**src/rtl/fetch_ctrl.sv**
```systemverilog
// Fetch-stage sequencer: predictor clear sweep after reset, branch
// resolution in IF/ID (predictor training, PC redirect, squash), HLT,
// global stalls and branch/misprediction statistics.
module fetch_ctrl #(
  parameter  int NUM_ENTRIES = 16,
  parameter  int CNT_W       = 16,
  localparam int IDX_W       = $clog2(NUM_ENTRIES)
) (
  input  logic             clk,
  input  logic             rst_n,
  input  logic             dec_valid,
  input  logic             is_branch,
  input  logic             hlt,
  input  logic             hazard_stall,
  input  logic             actual_taken,
  input  logic [15:0]      actual_target,
  input  logic [15:0]      IF_ID_PC_curr,
  input  logic [1:0]       IF_ID_prediction,
  input  logic [15:0]      IF_ID_predicted_target,
  output logic             pc_en,
  output logic             wen_BTB,
  output logic             wen_BHT,
  output logic [IDX_W-1:0] upd_idx,
  output logic             upd_taken,
  output logic [15:0]      upd_target,
  output logic             update_PC,
  output logic [15:0]      redirect_target,
  output logic             IF_ID_flush,
  output logic             init_busy,
  output logic             halted,
  output logic [CNT_W-1:0] branch_count,
  output logic [CNT_W-1:0] mispredict_count
);

  typedef enum logic [1:0] {S_INIT, S_RUN, S_REDIR, S_HALT} state_t;

  state_t           state, state_nx;
  logic [IDX_W-1:0] idx;
  logic             res, br, mispred, tmiss, br_cnt;

  // Resolution qualifiers; hlt overrides is_branch so a HLT never trains.
  assign res     = dec_valid & ~hazard_stall;
  assign br      = res & is_branch & ~hlt;
  assign mispred = IF_ID_prediction[1] != actual_taken;
  assign tmiss   = actual_taken & (IF_ID_predicted_target != actual_target);

  // State, sweep index and saturating statistics
  always_ff @(posedge clk or negedge rst_n) begin
    if (!rst_n) begin
      state            <= S_INIT;
      idx              <= '0;
      branch_count     <= '0;
      mispredict_count <= '0;
    end else begin
      state <= state_nx;
      if (state == S_INIT) idx <= idx + IDX_W'(1);
      if (br_cnt && branch_count != '1)
        branch_count <= branch_count + CNT_W'(1);
      if (update_PC && mispredict_count != '1)
        mispredict_count <= mispredict_count + CNT_W'(1);
    end
  end

  // Next state and all combinational outputs; idle values are zero
  always_comb begin
    state_nx        = state;
    pc_en           = 1'b0;
    wen_BTB         = 1'b0;
    wen_BHT         = 1'b0;
    upd_idx         = '0;
    upd_taken       = 1'b0;
    upd_target      = '0;
    update_PC       = 1'b0;
    redirect_target = '0;
    IF_ID_flush     = 1'b0;
    init_busy       = 1'b0;
    halted          = 1'b0;
    br_cnt          = 1'b0;
    case (state)
      S_INIT: begin
        init_busy = 1'b1;
        wen_BTB   = 1'b1;
        wen_BHT   = 1'b1;
        upd_idx   = idx;
        if (idx == IDX_W'(NUM_ENTRIES - 1)) state_nx = S_RUN;
      end
      S_RUN: begin
        br_cnt     = br;
        wen_BHT    = br;
        wen_BTB    = br & (actual_taken | tmiss);
        upd_idx    = IF_ID_PC_curr[IDX_W:1];
        upd_taken  = actual_taken;
        upd_target = actual_target;
        update_PC  = br & (mispred | tmiss);
        pc_en      = ~hazard_stall;
        if (update_PC) begin
          redirect_target = actual_taken ? actual_target : IF_ID_PC_curr + 16'd2;
          IF_ID_flush     = 1'b1;
          pc_en           = 1'b1;
          state_nx        = S_REDIR;
        end else if (res & hlt) begin
          state_nx = S_HALT;
        end
      end
      S_REDIR: begin
        // IF/ID holds the squashed wrong-path instruction: ignore decode
        pc_en = ~hazard_stall;
        if (!hazard_stall) state_nx = S_RUN;
      end
      S_HALT: begin
        halted = 1'b1;
      end
      default: state_nx = S_INIT;
    endcase
  end

endmodule

```
**config.mk**
```make
export PLATFORM = sky130hd
export DESIGN_NAME = fetch_ctrl
export DESIGN_NICKNAME = d
export VERILOG_FILES = /design/src/rtl/fetch_ctrl.sv
export SDC_FILE = /design/constraint.sdc
export NUM_CORES = 1
export LEC_CHECK = 0
export ABC_AREA = 1
export CAP_MARGIN = 20
export CELL_PAD_IN_SITES_DETAIL_PLACEMENT = 1
export CELL_PAD_IN_SITES_GLOBAL_PLACEMENT = 2
export CORE_ASPECT_RATIO = 0.5
export CORE_MARGIN = 1.5
export CORE_UTILIZATION = 23
export CTS_CLUSTER_DIAMETER = 150
export DETAILED_ROUTE_END_ITERATION = 6
export GPL_TIMING_DRIVEN = 1
export PLACE_DENSITY = 0.9
export SYNTH_ARGS = -nofsm -noshare
export SYNTH_HDL_FRONTEND = slang
export SYNTH_SLANG_ARGS = --single-unit
```
**constraint.sdc**
```tcl
create_clock -name clk -period 3.3 [get_ports clk]
set_clock_uncertainty 0.05 [all_clocks]
set_input_delay 0.33 -clock clk [delete_from_list [all_inputs] [get_ports clk]]
set_output_delay 0.33 -clock clk [all_outputs]
set_load 0.005 [all_outputs]
```
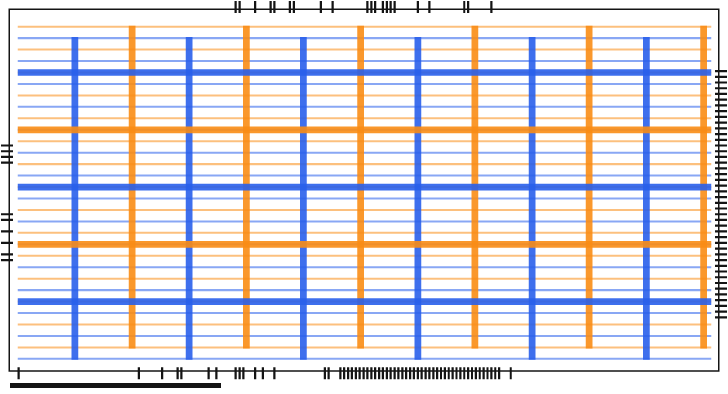
*PDN straps and rails, run 1*
Scale bar: 50 um. Pins as bars on the die edge.
| colour | net |
|---|---|
| blue | VSS |
| orange | VDD |
signal pins: 133
met1 rails: 30
met5 straps: 5
met4 straps: 12
rows: 29
chip width: 168.1 um
Core Area: 12990 um^2
highest ir drop seen on vdd: 0.0002286 V
die height: 85.56 um

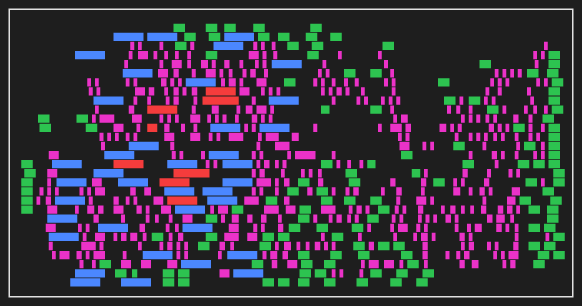
*Placement by cell class, run 1*
| colour | class | cells |
|---|---|---|
| red | clock drivers and dummy loads | 8 |
| blue | flops | 38 |
| magenta | combinational and other logic | 445 |
| green | other buffers and delay cells | 134 |
std cell rows: 29
flop share of the area: 19.77%

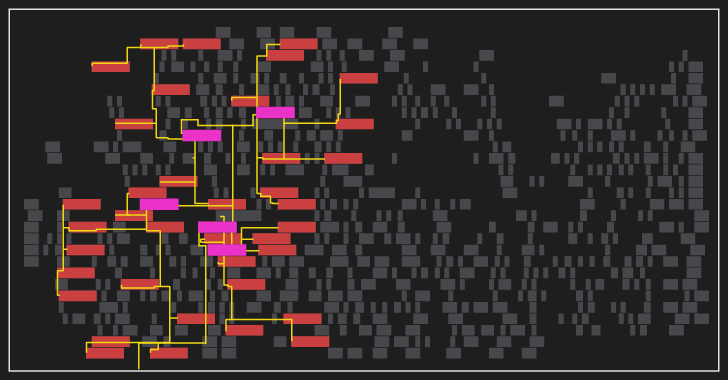
*Clock distribution, run 1*
[red] flip-flops | count: 38
[magenta] clock drivers | count: 5
[yellow] clock wires | length: 562 um
routed clock nets: 6
clock latency on the worst-skew pair: 0.28 ns
power share of the clock group: 27.9%

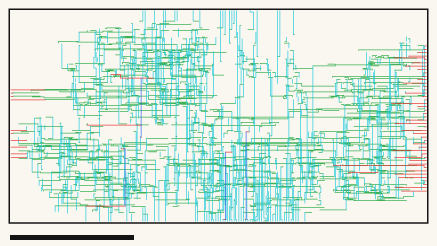
*Routed metal, one colour a layer, run 1*
Scale bar: 50 um.
| colour | layer | wire length |
|---|---|---|
| cyan | metal 2 | 5270 um |
| green | metal 1 | 5080 um |
| red | metal 3 | 412 um |
| blue | metal 4 | 110 um |
Total Wirelength: 10.87 mm
Vias: 3513

==> ci_impl_report.md, run 1 <==
## Synthesis and layout report

| Metric | Value |
|---|---|
| Ys flop type | dfrtp_1 |
| Worst Path Required | 2.92 ns |
| Starting DRT DRC Count | 118 |
| Worst-path clk slew | 0.06 ns |
| P_leak | 2.325 nW |
| Total power | 2.262 mW |
| Sequential-to-total area share from yosys stat | 30.33% |
| Cell Type Count | 31 |
| Gpl congestion | 0.7714 |
| Ys async rst share | 100.0% |
| All-Layer GR Usage | 15.20% |
| Fill cells | 1664 |
| Syn. warnings | 0 |
| IO Count | 133 |
| RSZ-0062 raised after global routing | false |
| Setup_tns | 0 ns |
| Num Clock Sinks | 38 |
| Fp_density | 24.14% |
| Flip-flops with a built-in enable | 0 |
| Status | finished clean |
| Area post-placement | 4617 um^2 |
| Finished Cell Area | 4811 um^2 |
| DR WL/cell | 13.67 um |
| Synthesis-stage register bit count | 38 |
| Syn Area/Cell | 6.347 um^2 |
| Max clock buf depth | 2 |
| PortBufs | 131 |
| Critical path data arrival time | 2.63 ns |
| Final Cycle Share | 91.27% |
| Antenna cells | 0 |
| Yosys cell count | 494 |
| Vias in the first global route | 3471 |
| Drt pass-1 iters | 4 |
| # Post-CTS Setup Buffers | 0 |
| Mapped Cells | 494 |
| Setup crit end kind | primary output |
| Final setup vio count | 0 |
| OpenROAD warning count | 30 |
| Fmax | 332.0 MHz |
run 1: cell usage after synthesis (5+ instances only):
master,n,area [um^2]
nor2_1,54,202.7
a21oi_1,5,25.02
nand2_1,173,649.4
nand4_1,8,50.05
inv_1,77,289.0
xor2_1,27,236.5
ha_1,8,100.1
nand3_1,23,115.1
dfrtp_1,38,950.9
xnor2_1,11,96.34
clkbuf_1,5,18.77
nor3_1,19,95.09
o21ai_0,19,95.09
run 1: logic make-up after synthesis:
logic type               share of synthesized area, %
AND-OR/OR-AND                                   5.307
XOR/XNOR                                        10.61
adder cells (fa/ha/maj)                         3.192
buffers and inverters                           11.25
flip-flops                                      30.33
AND/OR/NAND/NOR                                 39.31
run 1: critical path, cell delays in order:
cell	delay, ns
clkdlybuf4s50_1	0.55
ha_1	0.19
nand2_1	0.05
inv_1	0.07
nand2_1	0.10
nor2_1	0.21
nand2_1	0.14
nor2_1	0.11
o22ai_1	0.15
nor3_1	0.17
clkdlybuf4s50_1	0.55
run 1: cells in the final DEF, fill, tap and decap left out, types with 3 or more instances in the layout:
| master | n |
|---|---|
| nand2_1 | 173 |
| clkdlybuf4s50_1 | 130 |
| inv_1 | 77 |
| nor2_1 | 54 |
| dfrtp_1 | 38 |
| xor2_1 | 27 |
| nand3_1 | 23 |
| o21ai_0 | 19 |
| nor3_1 | 19 |
| xnor2_1 | 11 |
| nand4_1 | 8 |
| ha_1 | 8 |
| a21oi_1 | 5 |
| clkbuf_16 | 5 |
| nor4_1 | 3 |
| buf_4 | 3 |
run 1: routing by layer:
layer / track usage, % / wire (um) / vias up
met1: 19.42 / 5076 / 1659
li1: - / - / 1779
met2: 27.80 / 5272 / 66
met3: 2.169 / 411 / 9
met5: 0 / 0 / -
met4: 2.679 / 109 / 0
run 1: sequential cells by signal (all words and copies together), names as in the netlist:
name and count:
branch_count 16, idx 4, mispredict_count 16, state 2
run 1: where the power goes:
part           leakage [nW]  internal [mW]  switching, mW
Combinational          1.72          0.524          0.467
Sequential            0.507          0.547         0.0939
Clock                0.0940          0.434          0.196
run 1: stage by stage:
stage | util [%] | hold slack [ns]
CTS | 37.04 | 0.1527
finish | 37.04 | 0.1154
detailed placement | 35.54 | 0.4538
global placement | 35.54 | 0.4432
global route | 37.04 | 0.1642
floorplan | - | -0.01559
run 1: final cells by class:
class	count	area (um^2)	share of cell area (%)
Clock buffer	5	125.1	2.601
Clock inverter	3	68.82	1.430
Inverter	78	292.8	6.086
Multi-Input combinational cell	367	1832	38.08
Sequential cell	38	950.9	19.77
Tap cell	170	212.7	4.421
Timing Repair Buffer	134	1329	27.62
run 1: path summary, 6_finish.rpt:
check	to	from	depth (start not counted)
max in group asynchronous	state[1]	rst_n	1
max reg2reg	branch_count[2]	state[1]	8
min in group clk	branch_count[15]	branch_count[15]	1
max	redirect_target[11]	IF_ID_PC_curr[1]	11
min reg2reg	branch_count[15]	branch_count[15]	1
min	branch_count[3]	rst_n	1
==> run 2: changes to the inputs <==
Settings changed: CORE_UTILIZATION 23 to 22, PLACE_DENSITY 0.9 to 0.87, SLEW_MARGIN set to 10.
Clock period 3.3 ns to 3.1 ns, I/O delays scaled along.
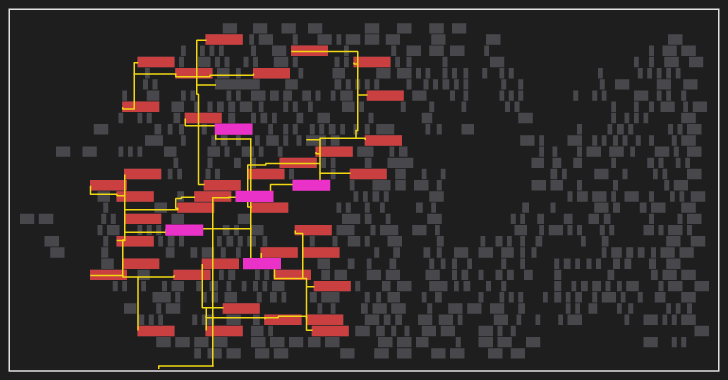
*Clock distribution, run 2*
[red] flip-flops | count: 38
[magenta] clock drivers | count: 5
[yellow] clock wires | length: 548 um
routed clock nets: 6
power share of the clock group: 25.3%
P_clk: 588 uW

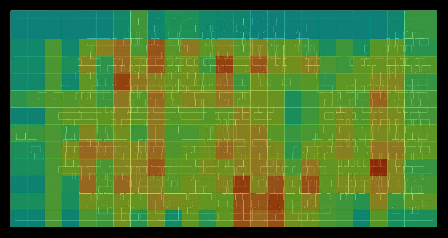
*Congestion heat map, run 2*
DR WL/cell: 13.41 um
All-Layer GR Usage: 14.58%
M1 GR Usage: 18.55%
M2 GR Usage: 26.68%

==> ci_impl_report.md, run 2 <==
## Synthesis and layout report

| Metric | Value |
|---|---|
| Status | finished clean |
| Chip width | 171.8 um |
| Critical path data arrival time | 2.62 ns |
| Highest ir drop seen on vdd | 0.0002307 V |
| Post-synth top cells | 173 x nand2_1, 77 x inv_1, 54 x nor2_1 |
| Max clock buf depth | 2 |
| Most frequent cells in the layout | 173 x nand2_1, 130 x clkdlybuf4s50_1, 77 x inv_1, 54 x nor2_1, 38 x dfrtp_1 |
| CP max stage cell | clkdlybuf4s50_1 |
| OpenROAD warning count | 30 |
| Clock latency on the worst-skew pair | 0.28 ns |
| Mapped Cells | 494 |
| Delay of the slowest cell on the worst path | 0.56 ns |
| Total Wirelength | 10.97 mm |
| Fill cells | 1729 |
| P_leak | 2.324 nW |
| Fp_density | 22.82% |
| # Post-CTS Setup Buffers | 0 |
| Core Area | 13740 um^2 |
| Die height | 87.42 um |
| Antenna cells | 0 |
| Vias | 3509 |
| Most frequent CP cell | nand2_1 |
| Comb power frac | 45.5% |
| Setup_tns | 0 ns |
| Top-count cell post-synth | nand2_1 |
| Vias in the first global route | 3496 |
| Switching share of power | 33.63% |
| Worst-path clk slew | 0.06 ns |
| Reg area | 950.9 um^2 |
| Switching power | 782.7 uW |
| Final setup vio count | 0 |
| Fmax | 335.4 MHz |
| RSZ-0062 raised after global routing | false |
| IO Count | 133 |
| Ys flop type | dfrtp_1 |
| Yosys cell count | 494 |
| Post-layout util | 35.15% |
| Synthesis-stage register bit count | 38 |
| Syn. warnings | 0 |
| Cell Type Count | 31 |
| Flop pwr share | 29.2% |
run 2: worst paths after layout:
path,start,end,slack [ns],cells past startpoint
setup / recovery,IF_ID_PC_curr[1],redirect_target[11],0.12,11
hold / removal,rst_n,branch_count[1],0.10,1
setup reg to reg,state[1],branch_count[9],0.97,9
hold reg to reg,mispredict_count[15],mispredict_count[15],0.47,2
max in group asynchronous,rst_n,mispredict_count[9],2.35,1
min in group clk,mispredict_count[15],mispredict_count[15],0.47,2
run 2: per-stage QoR:
stage	setup slack, ns	cell area [um^2]	cells	hold slack [ns]	power, mW
3_5_place_dp	0.1696	4659	811	0.4338	1.770
2_1_floorplan	1.475	3136	494	-0.03559	1.151
5_1_grt	0.008616	4828	818	0.1663	2.514
4_1_cts	0.1489	4828	818	0.1366	2.374
3_3_place_gp	0.1981	4659	811	0.4377	1.744
6_report	0.1182	4828	818	0.1013	2.327
run 2: power groups by stage:
stage	Sequential, mW	Combinational (mW)	Clock, mW
after floorplan	0.672	0.479	0
after global placement	0.687	1.06	0
after detailed placement	0.691	1.08	0
after CTS	0.682	1.08	0.607
after global routing	0.698	1.19	0.627
final	0.680	1.06	0.588
run 2: area by class of cell:
cell class,instances,area share [%]
Clock buffer,6,2.876
Clock inverter,1,0.6219
Inverter,78,6.064
Multi-Input combinational cell,367,37.94
Sequential cell,38,19.69
Tap cell,192,4.975
Timing Repair Buffer,136,27.83
run 2: cells by family (layout without fill, tap and decap cells):
family	after synthesis	after routing	synth area share [%]
and+or+nand+nor	291	291	39.31
adders and majority gates	8	8	3.192
buffers and inverters	89	221	11.25
AOI/OAI and AO/OA	30	30	5.307
DFF	38	38	30.33
xor gates and xnor gates	38	38	10.61
run 2: worst max-delay path: cells and delay by family:
kind	cells	cell delay [ns]
compound gates	1	0.14
fa+ha+maj	1	0.19
buf+inv	3	1.17
simple gates	6	0.82
run 2: per-layer routing:
metal  part of all wire, %  global-route usage, %  vias to the layer above
met1                    47                  18.55                     1655
met5                     0                      0                        -
met2                    48                  26.68                       66
met4                  0.89                  2.925                        0
li1                      -                      -                     1780
met3                   4.2                  1.772                        8
==> run 3: changes to the inputs <==
Settings changed: CORE_ASPECT_RATIO 0.5 to unset.
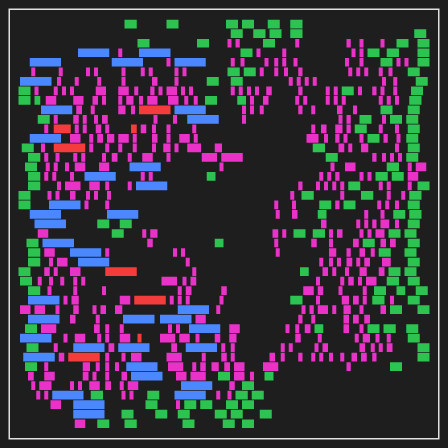
*Placement by cell class, run 3*
| colour | class | cells |
|---|---|---|
| blue | flops | 38 |
| green | other buffers and delay cells | 139 |
| magenta | combinational and other logic | 445 |
| red | clock drivers and dummy loads | 8 |
Finished Cell Area: 4817 um^2
Core Area: 13880 um^2
flop share of the area: 19.74%
std cell rows: 43

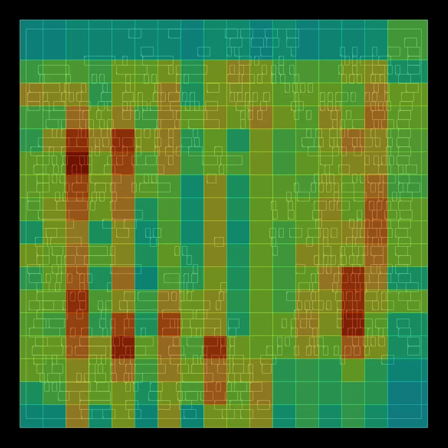
*Congestion heat map, run 3*
M2 GR Usage: 28.28%
Most Crowded Layer GR: met2
post-layout util: 34.70%
All-Layer GR Usage: 15.31%
DR WL/cell: 14.09 um

==> ci_impl_report.md, run 3 <==
## Synthesis and layout report

| Metric | Value |
|---|---|
| Worst-path clk slew | 0.06 ns |
| Die height | 122.4 um |
| Chip width | 122.4 um |
| OpenROAD warning count | 30 |
| Drt pass-1 iters | 4 |
| Yosys cell count | 494 |
| CP startpoint | IF_ID_PC_curr[2] |
| Synthesis-stage register bit count | 38 |
| Setup_tns | 0 ns |
| Worst flop-to-flop path startpoint | state[1] |
| Critical path data arrival time | 2.52 ns |
| Num Clock Sinks | 38 |
| Status | finished clean |
| Fp_density | 22.59% |
| Flip-flops with a built-in enable | 0 |
| Most frequent cells in the layout | 173 x nand2_1, 130 x clkdlybuf4s50_1, 77 x inv_1, 53 x nor2_1, 38 x dfrtp_1 |
| Commonest Layout Cell | nand2_1 |
| Ys flop type | dfrtp_1 |
| Starting DRT DRC Count | 138 |
| R2r setup slk | 0.95 ns |
| Mapped Cells | 494 |
| Gpl congestion | 0.9001 |
| Fmax | 346.8 MHz |
| Worst Path Required | 2.74 ns |
| Top-count cell post-synth | nand2_1 |
| R2R depth | 8 |
| Final setup vio count | 0 |
| Setup crit end kind | primary output |
-- run 3: cell count changes in the layout (fill, tap and decap cells not counted), sizes merged --
cell / change
buf: +3
bufinv: -1
clkbuf: +1
clkinv: +1
-- run 3: how the worst min path moves through the flow --
| stage | endpoint | slack (ns) |
|---|---|---|
| 4_1_cts | mispredict_count[14] | 0.12 |
| 2_1_floorplan | branch_count[0] | -0.04 |
| 3_5_place_dp | mispredict_count[14] | 0.43 |
| 5_1_grt | mispredict_count[9] | 0.16 |
| 6_report | mispredict_count[14] | 0.09 |
| 3_3_place_gp | mispredict_count[14] | 0.43 |
-- run 3: cell type report --
cell class	instances	area (um^2)
Clock buffer	7	142.6
Clock inverter	1	5.005
Fill cell	1775	9064
Inverter	78	292.8
Multi-Input combinational cell	367	1834
Sequential cell	38	950.9
Tap cell	180	225.2
Timing Repair Buffer	139	1366
-- run 3: routing by layer --
metal | up-vias | GRT usage [%] | share of wire [%]
li1 | 1788 | - | -
met2 | 104 | 28.28 | 49
met5 | - | 0 | 0
met4 | 0 | 4.288 | 0.92
met3 | 8 | 2.556 | 6.0
met1 | 1716 | 18.12 | 44
-- run 3: critical path: stages --
cell             delay [ns]
clkdlybuf4s50_1        0.51
ha_1                   0.18
nand2_1                0.05
inv_1                  0.07
nand2_1                0.10
nor2_2                 0.18
nand2_1                0.12
nor2_1                 0.10
o22ai_1                0.11
nor3_1                 0.24
clkdlybuf4s50_1        0.56
-- run 3: repair_timing --
item                       in CTS  in global routing
resized                         0                  1
buffers inserted                0                  0
setup endpoints to repair       0                  1
-- run 3: through the flow --
step | hold WS, ns | instances | utilization, %
after floorplan | -0.03559 | 494 | -
after global placement | 0.4265 | 802 | 33.62
after detailed placement | 0.4306 | 802 | 33.62
after CTS | 0.1158 | 810 | 34.69
after global routing | 0.1605 | 810 | 34.70
final | 0.08544 | 810 | 34.70
-- run 3: kinds of logic (layout without fill, tap and decap cells) --
kind of cell               count (synthesis)  count (layout)  synth area share, %
xor gates and xnor gates                  38              38                10.61
DFF                                       38              38                30.33
adders and majority gates                  8               8                3.192
AOI/OAI and AO/OA                         30              30                5.307
buffers and inverters                     89             225                11.25
and+or+nand+nor                          291             291                39.31
-- run 3: report_power, final --
group          leakage (nW)  switching (mW)  internal, mW
clock                0.0739           0.196         0.319
sequential            0.507          0.0981         0.582
combinational          1.75           0.497         0.562
Power is estimated from default activity; no workload was simulated.
